$ cat config.mk
export PLATFORM = sky130hd
export DESIGN_NAME = pc_fetch_ctrl
export DESIGN_NICKNAME = d
export VERILOG_FILES = /design/src/rtl/pc_fetch_ctrl.sv
export SDC_FILE = /design/constraint.sdc
export NUM_CORES = 1
export LEC_CHECK = 0
export CAP_MARGIN = 20
export CORE_UTILIZATION = 41
export CTS_CLUSTER_SIZE = 25
export DETAILED_ROUTE_END_ITERATION = 10
export PLACE_DENSITY_LB_ADDON = 0.15
export RECOVER_POWER = 25
export SLEW_MARGIN = 20
export SYNTH_ARGS = -nofsm -noshare
export SYNTH_HDL_FRONTEND = slang
export SYNTH_SLANG_ARGS = --single-unit
$ cat constraint.sdc
create_clock -name clk -period 3.3 [get_ports clk]
set_input_delay 0.33 -clock clk [delete_from_list [all_inputs] [get_ports clk]]
set_output_delay 0.33 -clock clk [all_outputs]
set_load 0.1 [all_outputs]
$ cat src/rtl/pc_fetch_ctrl.sv
// pc_fetch_ctrl: fetch sequencer driving reg_pc next-address and imem port.
// Handles req/ack fetch, decode hold, redirects and trap generation.
`ifndef DATA_WIDTH
`define DATA_WIDTH 32
`endif

module pc_fetch_ctrl #(
  parameter int DATA_WIDTH = `DATA_WIDTH,
  parameter logic [DATA_WIDTH-1:0] TRAP_VECTOR = DATA_WIDTH'('h100),
  parameter int TIMEOUT = 16
) (
  input  logic                  clk,
  input  logic                  reset,
  input  logic [DATA_WIDTH-1:0] pc_cur,
  output logic [DATA_WIDTH-1:0] pc_next,
  output logic                  imem_req,
  output logic [DATA_WIDTH-1:0] imem_addr,
  input  logic                  imem_ack,
  input  logic [31:0]           imem_rdata,
  output logic [31:0]           instr,
  output logic [DATA_WIDTH-1:0] instr_pc,
  output logic                  instr_valid,
  input  logic                  instr_ready,
  input  logic                  redirect,
  input  logic [DATA_WIDTH-1:0] redirect_addr,
  output logic                  trap,
  output logic [1:0]            trap_cause,
  output logic [DATA_WIDTH-1:0] trap_addr
);

  typedef enum logic [1:0] {
    IDLE = 2'd0,
    REQ  = 2'd1,
    HOLD = 2'd2
  } state_t;

  localparam logic [7:0] CNT_LAST = 8'(TIMEOUT - 1);

  state_t state;
  state_t state_d;

  logic [7:0]            cnt;
  logic [7:0]            cnt_d;
  logic                  misalign;
  logic                  timeout_hit;
  logic                  capture;
  logic                  trap_d;
  logic [1:0]            cause_d;
  logic [DATA_WIDTH-1:0] taddr_d;

  assign imem_addr   = pc_cur;
  assign imem_req    = (state == REQ);
  assign instr_valid = (state == HOLD);

  // Event decode: misaligned redirect, fetch timeout, word capture
  always_comb begin
    misalign    = redirect && (redirect_addr[1:0] != 2'b00);
    timeout_hit = (state == REQ) && !redirect && !imem_ack
                  && (cnt == CNT_LAST);
    capture     = (state == REQ) && imem_ack && !redirect;
  end

  // State register
  always_ff @(posedge clk) begin
    if (reset) begin
      state <= IDLE;
    end else begin
      state <= state_d;
    end
  end

  // Next-state and next-PC selection; redirect outranks everything
  always_comb begin
    state_d = state;
    pc_next = pc_cur;
    if (reset) begin
      state_d = IDLE;
      pc_next = '0;
    end else if (redirect) begin
      state_d = REQ;
      pc_next = misalign ? TRAP_VECTOR : redirect_addr;
    end else begin
      unique case (state)
        IDLE: begin
          state_d = REQ;
        end
        REQ: begin
          if (imem_ack) begin
            state_d = HOLD;
            pc_next = pc_cur + DATA_WIDTH'(4);
          end else if (timeout_hit) begin
            pc_next = TRAP_VECTOR;
          end
        end
        HOLD: begin
          if (instr_ready) begin
            state_d = REQ;
          end
        end
        default: begin
          state_d = IDLE;
        end
      endcase
    end
  end

  // Counter runs only while waiting in REQ; any exit or trap clears it
  always_comb begin
    cnt_d = '0;
    if ((state == REQ) && !redirect && !imem_ack && !timeout_hit) begin
      cnt_d = cnt + 8'd1;
    end
  end

  // Timeout counter register
  always_ff @(posedge clk) begin
    if (reset) begin
      cnt <= '0;
    end else begin
      cnt <= cnt_d;
    end
  end

  // Latch the fetched word and its PC for decode
  always_ff @(posedge clk) begin
    if (reset) begin
      instr    <= '0;
      instr_pc <= '0;
    end else if (capture) begin
      instr    <= imem_rdata;
      instr_pc <= pc_cur;
    end
  end

  // Trap source selection
  always_comb begin
    trap_d  = 1'b0;
    cause_d = 2'b00;
    taddr_d = trap_addr;
    unique case (1'b1)
      misalign: begin
        trap_d  = 1'b1;
        cause_d = 2'b01;
        taddr_d = redirect_addr;
      end
      timeout_hit: begin
        trap_d  = 1'b1;
        cause_d = 2'b10;
        taddr_d = pc_cur;
      end
      default: begin
        trap_d  = 1'b0;
      end
    endcase
  end

  // Registered one-cycle trap pulse; address persists
  always_ff @(posedge clk) begin
    if (reset) begin
      trap       <= 1'b0;
      trap_cause <= 2'b00;
      trap_addr  <= '0;
    end else begin
      trap       <= trap_d;
      trap_cause <= cause_d;
      trap_addr  <= taddr_d;
    end
  end

endmodule

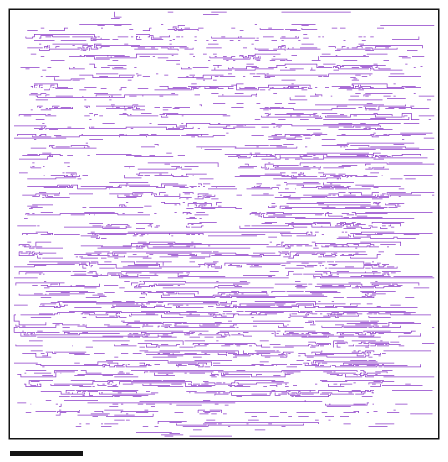
layer_met1.png
The bar under the picture is 20 um long.
share of all routed wire: 43%
main direction: horizontal
wire length on this layer: 8870 um
nets with wire on the layer: 916
grt met1 use: 36.80%
number of vias in the routed layout: 6301
overall routed net length: 20.85 mm

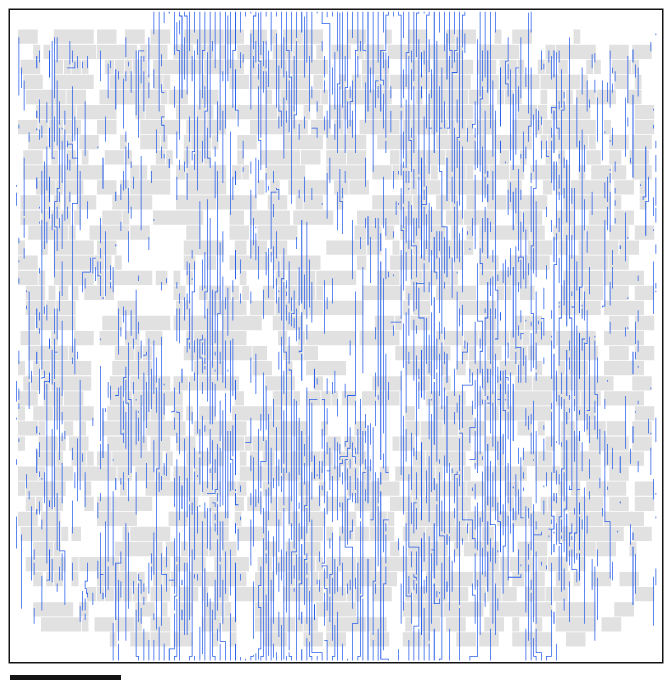
layer_met2.png
The bar under the picture is 20 um long. Cells faint in the background.
main direction: vertical
share of all routed wire: 47%
longest straight run: 50.6 um
met2 Usage GRT: 48.09%

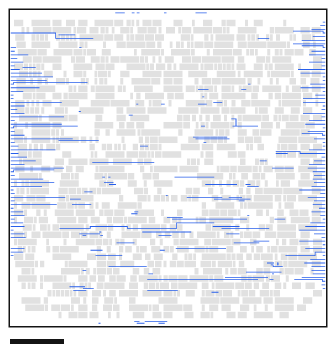
layer_met3.png
The bar under the picture is 20 um long. Cells faint in the background.
share of all routed wire: 6.8%
longest straight run: 40.9 um
wire length on this layer: 1410 um
met3 track utilization from global routing: 6.105%

==> run notes <==
This note records the results obtained with Yosys and OpenROAD.

Flow run
The run reported a max-capacitance violation count of 1.

Status
The checks that failed: capacitance limit, slew limit. The run finished, with violations left.

Setup path
The critical path data required time is between 2 and 3 ns. The number of buffer and inverter stages on the critical path is 2.

Place
Buffers placed on the I/O ports in this run total approximately 270. The placement-stage cell area is 8826 um2.

Cells and area
Leaving out the clock tree, the finished layout contains an inverter count of 5. Per the layout area report, the combinational gate area comes to 3059 um2. Per the layout area report, the register area comes to between 2000 and 2500 um2.

Power and ir drop
In this run the static leakage power is 3.404 nW. The overall power consumption is between 3 and 4 mW.

Global route
Entering global routing, the biggest net connects just over 60 pins.

Final timing
The final timing report gives a worst setup slack of about 0.058 ns. The final max-slew violation count recorded for this run is 22. Headroom to the max-slew limit came out at -0.7899%. The smallest clock period supported by the final layout is computed as between 3 and 4 ns.

Clock tree
The clock-pin slew on the worst setup and hold paths is roughly 0.070 ns. No sink is reached through more buffers than the 2 on the longest clock path. The source-to-sink clock delay at the later pin of the worst-skew pair is ~0.36 ns. CTS added clock buffers totalling 9.

Detailed routing
The number of routed nets with antenna violations is 0.

Die
The report lists the number of standard-cell rows as around 40.
[where the power goes]
part	total, mW	switching (mW)	internal, mW	leakage [nW]
Combinational	1.43	1.02	0.411	2.37
Sequential	1.39	0.0277	1.37	0.888
Clock	1.08	0.533	0.547	0.143
Total	3.90	1.58	2.32	3.40
[worst paths after layout]
check                              start       endpoint  slack (ns)  cells after the start
worst max-delay path            imem_ack    pc_next[31]        0.06                      7
worst min-delay path              cnt[0]         cnt[0]        0.45                      1
worst max register to register  state[0]  trap_addr[29]        1.04                      6
worst min register to register    cnt[0]         cnt[0]        0.45                      1
[layer usage]
metal  part of all wire, %  GRT usage [%]
met5                     0              0
met4                   3.5          14.34
met3                   6.8          6.105
met2                    47          48.09
met1                    43          36.80
Power is estimated from default activity; no workload was simulated.
